[src/rtl/fetch_prefetch_unit.sv]
// -----------------------------------------------------------------------------
// fetch_prefetch_unit
//
// Instruction fetch stage with a prefetch buffer. Fetches are issued over a
// req/gnt/rvalid handshake with at most one request outstanding, so the
// instruction memory may have any response latency. Returned instructions are
// queued in a DEPTH-entry FIFO and offered to the FD pipe register as
// {pc_plus_inc, instruction} under valid/ready. A branch flush redirects the
// PC, empties the FIFO and marks any in-flight response stale so that it is
// dropped. Fetching a HALT opcode freezes fetch until the next flush or reset.
//
// Ports:
//   clk, rst_n       clock, synchronous active-low reset
//   flush            redirect fetch to branch_target, clear the FIFO
//   branch_target    redirect address
//   imem_req/addr    fetch request and its address (addr == pc)
//   imem_gnt         memory accepts the request this cycle
//   imem_rvalid/rdata response strobe and instruction
//   out_valid/ready  FIFO head handshake towards the FD register
//   F_out            FIFO head {pc_plus_inc, instruction}
//   pc               next fetch address
//   halted           fetch frozen by a HALT opcode
//   occupancy        number of buffered entries
// -----------------------------------------------------------------------------
module fetch_prefetch_unit #(
   parameter int unsigned     PC_W     = 16,
   parameter int unsigned     INSTR_W  = 16,
   parameter int unsigned     DEPTH    = 4,
   parameter int unsigned     PC_INC   = 2,
   parameter logic [PC_W-1:0] RESET_PC = {PC_W{1'b0}},
   parameter logic [3:0]      HALT_OPC = 4'hF
) (
   input  logic                          clk,
   input  logic                          rst_n,
   input  logic                          flush,
   input  logic [PC_W-1:0]               branch_target,
   output logic                          imem_req,
   output logic [PC_W-1:0]               imem_addr,
   input  logic                          imem_gnt,
   input  logic                          imem_rvalid,
   input  logic [INSTR_W-1:0]            imem_rdata,
   output logic                          out_valid,
   input  logic                          out_ready,
   output logic [PC_W+INSTR_W-1:0]       F_out,
   output logic [PC_W-1:0]               pc,
   output logic                          halted,
   output logic [$clog2(DEPTH+1)-1:0]    occupancy
);

   localparam int unsigned ENTRY_W = PC_W + INSTR_W;
   localparam int unsigned CNT_W   = $clog2(DEPTH + 1);
   localparam int unsigned PTR_W   = $clog2(DEPTH);
   localparam logic [PC_W-1:0]  INC_C   = PC_W'(PC_INC);
   localparam logic [CNT_W:0]   DEPTH_C = (CNT_W + 1)'(DEPTH);

   function automatic logic is_halt_opc(input logic [INSTR_W-1:0] instr);
      return (instr[INSTR_W-1 -: 4] == HALT_OPC);
   endfunction

   logic [PC_W-1:0]    pc_r;
   logic [PC_W-1:0]    req_pc_r;
   logic               pending_r;
   logic               stale_r;
   logic               halted_r;
   logic               out_valid_r;
   logic [CNT_W-1:0]   count_r;
   logic [PTR_W-1:0]   rd_ptr_r;
   logic [PTR_W-1:0]   wr_ptr_r;
   logic [ENTRY_W-1:0] mem_r [DEPTH];
   logic [ENTRY_W-1:0] head_r;

   logic               rsp_s;
   logic               push_s;
   logic               pop_s;
   logic               halt_rdata_s;
   logic               slot_ok_s;
   logic               req_s;
   logic               accept_s;
   logic [ENTRY_W-1:0] push_data_s;
   logic [CNT_W-1:0]   count_next_s;
   logic [ENTRY_W-1:0] head_next_s;

   // Handshake decode: response, push/pop and request issue conditions.
   always_comb begin
      rsp_s        = imem_rvalid && pending_r;
      push_s       = rsp_s && !stale_r && !flush;
      pop_s        = out_valid_r && out_ready && !flush;
      halt_rdata_s = is_halt_opc(imem_rdata);
      // The outstanding request already owns a slot, so a push can never overflow.
      slot_ok_s    = (({1'b0, count_r} + {{CNT_W{1'b0}}, pending_r}) < DEPTH_C);
      req_s        = !flush && !halted_r && (!pending_r || imem_rvalid)
                     && !(imem_rvalid && halt_rdata_s) && slot_ok_s;
      accept_s     = req_s && imem_gnt;
      push_data_s  = {req_pc_r + INC_C, imem_rdata};
   end

   // Next occupancy and next registered head entry.
   always_comb begin
      count_next_s = count_r;
      head_next_s  = head_r;
      if (flush) begin
         count_next_s = {CNT_W{1'b0}};
      end else begin
         case ({push_s, pop_s})
            2'b10:   count_next_s = count_r + CNT_W'(1);
            2'b01:   count_next_s = count_r - CNT_W'(1);
            default: count_next_s = count_r;
         endcase
         // Head tracks the oldest entry; a push into an empty (or emptying)
         // FIFO bypasses straight into the head register.
         if (pop_s && (count_r > CNT_W'(1))) begin
            head_next_s = mem_r[rd_ptr_r + PTR_W'(1)];
         end else if (push_s && (pop_s || (count_r == {CNT_W{1'b0}}))) begin
            head_next_s = push_data_s;
         end else begin
            head_next_s = head_r;
         end
      end
   end

   // FIFO storage; pointers reset with the control state so contents need no reset.
   always_ff @(posedge clk) begin
      if (rst_n && push_s) begin
         mem_r[wr_ptr_r] <= push_data_s;
      end
   end

   // Fetch control, FIFO pointers and registered outputs.
   always_ff @(posedge clk) begin
      if (!rst_n) begin
         pc_r        <= RESET_PC;
         req_pc_r    <= RESET_PC;
         pending_r   <= 1'b0;
         stale_r     <= 1'b0;
         halted_r    <= 1'b0;
         out_valid_r <= 1'b0;
         count_r     <= {CNT_W{1'b0}};
         rd_ptr_r    <= {PTR_W{1'b0}};
         wr_ptr_r    <= {PTR_W{1'b0}};
         head_r      <= {ENTRY_W{1'b0}};
      end else begin
         count_r     <= count_next_s;
         out_valid_r <= (count_next_s != {CNT_W{1'b0}});
         head_r      <= head_next_s;
         if (flush) begin
            pc_r      <= branch_target;
            rd_ptr_r  <= {PTR_W{1'b0}};
            wr_ptr_r  <= {PTR_W{1'b0}};
            halted_r  <= 1'b0;
            // A request still in flight stays pending but its data is dropped.
            pending_r <= pending_r && !imem_rvalid;
            stale_r   <= pending_r && !imem_rvalid;
         end else begin
            if (push_s) begin
               wr_ptr_r <= wr_ptr_r + PTR_W'(1);
            end
            if (pop_s) begin
               rd_ptr_r <= rd_ptr_r + PTR_W'(1);
            end
            if (push_s && halt_rdata_s) begin
               halted_r <= 1'b1;
            end
            if (accept_s) begin
               pending_r <= 1'b1;
               stale_r   <= 1'b0;
               req_pc_r  <= pc_r;
               pc_r      <= pc_r + INC_C;
            end else if (rsp_s) begin
               pending_r <= 1'b0;
               stale_r   <= 1'b0;
            end
         end
      end
   end

   assign imem_req  = req_s;
   assign imem_addr = pc_r;
   assign out_valid = out_valid_r;
   assign F_out     = head_r;
   assign pc        = pc_r;
   assign halted    = halted_r;
   assign occupancy = count_r;

endmodule

[config.mk]
export PLATFORM = sky130hd
export DESIGN_NAME = fetch_prefetch_unit
export DESIGN_NICKNAME = d
export VERILOG_FILES = /design/src/rtl/fetch_prefetch_unit.sv
export SDC_FILE = /design/constraint.sdc
export NUM_CORES = 1
export LEC_CHECK = 0
export ABC_AREA = 1
export CORE_UTILIZATION = 44
export CTS_CLUSTER_DIAMETER = 100
export DETAILED_ROUTE_END_ITERATION = 10
export GPL_ROUTABILITY_DRIVEN = 1
export GPL_TIMING_DRIVEN = 0
export HOLD_SLACK_MARGIN = 0.05
export PLACE_DENSITY = 0.77
export SYNTH_ARGS = -nofsm -noshare
export SYNTH_HDL_FRONTEND = slang
export SYNTH_SLANG_ARGS = --single-unit
[constraint.sdc]
create_clock -name clk -period 5.8 [get_ports clk]
set_clock_uncertainty 0.05 [all_clocks]
set_input_delay 0.58 -clock clk [delete_from_list [all_inputs] [get_ports clk]]
set_output_delay 0.58 -clock clk [all_outputs]
set_load 0.02 [all_outputs]
**Sizing map**

Bar = 50 µm.
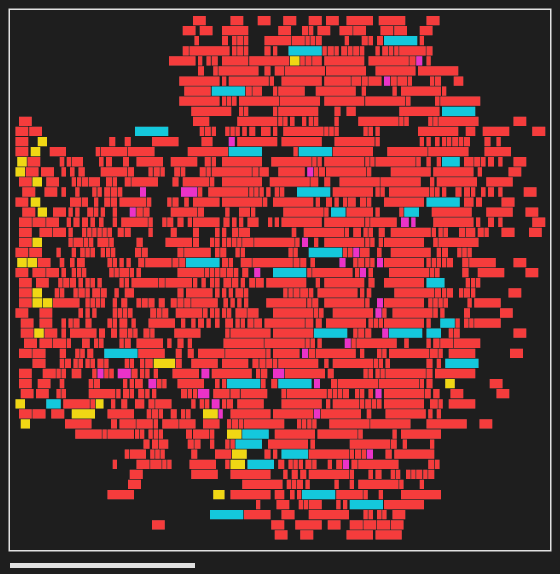
Red marks drive 1 or less, cells 1,058, share 92%. Magenta marks drive 2, cells 33, share 2.9%. Yellow marks drive 3 to 4, cells 26, share 2.3%. Cyan marks drive 6 and up, cells 32, share 2.8%.
min setup slack post-route: 2.651 ns
Area Overhead vs Synth: 23.51%

**Close-up of the layout**

Bar = 10 µm. Window x 53 to 93, y 24 to 64 µm. Cells in grey, sequential cells in the stronger grey; small squares are vias.
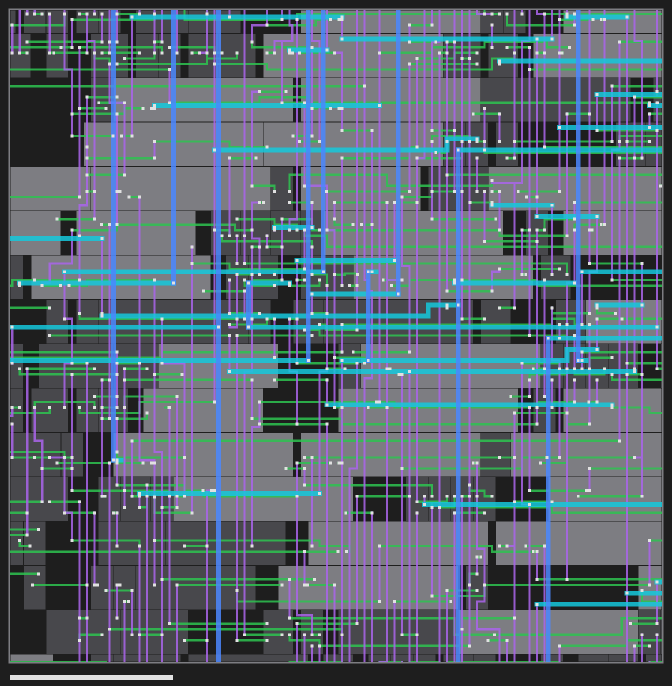
Blue marks met4. Purple marks met2. Green marks met1. Cyan marks met3.
Netlist names of flops here include mem_r (25), F_out (3), rd_ptr_r (2). Sequential cells in the window: 31. 112 logic cells have their middle in the window. Most frequent: nand2_1 (30), edfxtp_1 (25), inv_1 (8).

==> run summary <==
flow finished, numbers: antenna-violating nets left 0, FF-to-FF End F_out[17]$_SDFFE_PN0P_, cts hold-fix bufs 0, Min-Delay Path Class flop to flop, max incr delay on CP 0.60 ns, GRT overflow 0, post-synthesis cell type count 38, global-route wire length before repair 36,220 µm, yosys stat area 0.009079 mm², initial antenna violation count 0, via count 7,292, yosys cell count 1,002, Die Height 145.6 µm, Max Freq 0.3175 GHz, Static Leakage 4.415 nW, postcts setup bufs 0, Synth warnings 0, CP max FO 6, CTS Buf Count 21, diodes inserted 0, M3 GR Usage 3.041%, Cells after Synth 1,002, Top Layout Cells nand2_1, edfxtp_1, clkdlybuf4s50_1, nets 1,185, Post-Syn Area 0.009079 mm², CP Buf/Inv Count 3, final worst path period share 54.30%, H-tree levels 1, FF-to-FF path depth 9, clk latency late pin 0.49 ns, Core Box Area 0.02023 mm², drc violations 0, Syn Nets 1,052, final setup violation count 0, Vias/cell 5.139, gr busiest metal met2, RSZ-0062 raised after global routing false, number of warnings the tools reported 33, Endpoint, Worst Hold F_out[3]$_SDFFE_PN0P_, Worst slew margin 51.66%, 1st-pass router iterations 5, EDFF count, synth 128, Cell Pwr Density 268.6 mW/mm², r2r startpoint occupancy[1]$_SDFF_PN0_, gr usage total 21.55%, critical path cell sequence clkdlybuf4s50_1, nand2_1, nor2_1, nand2_1, inv_1, nor2_1, clkdlybuf4s50_1, Non-Filler Instances 1,419, clock sinks 203, vias in the first global route 6,876, Init Core Util 44.87%, Max Cap Violations 0, area of the die 0.02121 mm², Avg Inst Size Synth 9.061 µm², setup TNS 0 ns, Setup CP Type input pin to output port, comb. cell area 0.003102 mm², Reg area 0.005345 mm², Tmin final 3.149 ns, Cell Count Post-Placement 1,382, worst hold start F_out[3]$_SDFFE_PN0P_, Clock Path Buffers 3, WP data arrival 2.52 ns, CP delay by family, top buffers and inverters, Post-synth ARST share 0%, Peak VDD IR 0.0001775 V, final hold vios 0, Worst-Margin Slew 0.7250 ns, fillcell total 1,735, pin count of the biggest net entering global routing 30, wire per inst 15.98 µm, layout cells sized above 1 7.920%, I/O pins 108, CP max-delay cell clkdlybuf4s50_1, most frequent logic cell in the layout nand2_1, worst endpoint required time 5.17 ns, Iter 0 DRT Violations 671, GR Util met1 28.17%, CTS Root Cell clkbuf_16, Worst Hold Depth 2, Final Slew Violations 0, r2r setup slk 3.57 ns, Design Power 3.012 mW, Synth Seq Share 58.88%, outcome completed, Rows 52, met2 Usage GRT 36.44%, # port buffers 106, Clock transition at path regs 0.06 ns, Post-Route WL 22,680 µm, Yosys reg bits 203, Die X 145.6 µm, Setup crit start kind input pin, GP Congestion 0.9142, DP HPWL 15,370 µm, CTS tree built, post-CTS sizing 0, Top FF cell, synth edfxtp_1, Critical Path Sink Type output port
==> kinds of logic after synthesis <==
group	count (synthesis)	share of synthesized area, %
simple gates	494	22.57
fa+ha+maj	12	1.654
compound gates	137	8.448
flops	203	58.88
xor+xnor	12	1.158
buf+inv	144	7.291
==> power by group <==
part / switching (mW) / internal, mW / leakage, nW
Sequential: 0.0252 / 1.56 / 1.78
Clock: 0.523 / 0.696 / 0.313
Combinational: 0.119 / 0.0939 / 2.33
Total: 0.667 / 2.34 / 4.41
==> layer usage <==
metal,up-vias,wire (µm)
met1,3351,9565
met4,0,684
met5,-,0
li1,3583,-
met3,47,1714
met2,311,10710
==> through the flow <==
| step | utilization (%) | area [µm²] | worst slack, ns | hold WS [ns] |
|---|---|---|---|---|
| floorplan | - | 9079 | 2.773 | 0.3942 |
| global placement | 51.78 | 10480 | 0.6327 | 0.4032 |
| detailed placement | 52.33 | 10590 | 2.500 | 0.4045 |
| CTS | 55.42 | 11210 | 2.694 | 0.4138 |
| global route | 55.42 | 11210 | 2.607 | 0.4425 |
| finish | 55.42 | 11210 | 2.651 | 0.4098 |
==> worst min-delay path: stages (launching register included) <==
cell	delay, ns
dfxtp_1	0.31
nand2_1	0.06
a21oi_1	0.05
==> cell usage after synthesis, types with 3 or more instances <==
library cell / n / share of area [%]
a22oi_1: 13 / 1.1
nand2_2: 3 / 0.21
nand3b_1: 3 / 0.25
buf_4: 16 / 1.3
dfxtp_1: 75 / 17
xor2_1: 9 / 0.87
clkbuf_1: 19 / 0.79
o21bai_1: 3 / 0.25
and2_1: 3 / 0.21
nor2_1: 53 / 2.2
edfxtp_1: 128 / 42
xnor2_1: 3 / 0.29
a21oi_1: 55 / 3.0
nand3_1: 80 / 4.4
a31oi_1: 4 / 0.28
o21ai_0: 52 / 2.9
ha_1: 12 / 1.7
buf_6: 5 / 0.62
nand2_1: 333 / 14
buf_2: 17 / 0.94
buf_1: 3 / 0.12
nand4_1: 12 / 0.83
nor3_1: 3 / 0.17
inv_1: 81 / 3.3
==> cell type report <==
cell class | instances | share of cell area, %
sequential | 203 | 47.67
multi-input combinational | 655 | 27.66
timing repair buffer | 110 | 10.18
clock buffer | 26 | 5.077
buffer | 60 | 3.068
tap | 270 | 3.013
inverter | 84 | 2.834
clock inverter | 11 | 0.5021
==> sequential cells by signal, summed over array words and instances, names as in the netlist <==
register and cells:
imem_addr 16, occupancy 3, req_pc_r 16, halted 1
rd_ptr_r 2, wr_ptr_r 2, F_out 32, mem_r 128
pending_r 1, out_valid 1, stale_r 1
==> worst max path at each step <==
stage / slack [ns] / from / depth (start not counted) / endpoint
6_report: 2.65 / imem_rdata[12] / 7 / imem_req
5_1_grt: 2.61 / imem_rdata[15] / 7 / imem_req
4_1_cts: 2.69 / imem_rdata[15] / 7 / imem_req
3_5_place_dp: 2.50 / rst_n / 6 / mem_r[3][15]$_DFFE_PP_
3_3_place_gp: 0.63 / rst_n / 5 / mem_r[0][18]$_DFFE_PP_
2_1_floorplan: 2.77 / rst_n / 4 / mem_r[0][0]$_DFFE_PP_
No activity file was given, so power comes from the tool's default toggle rates.
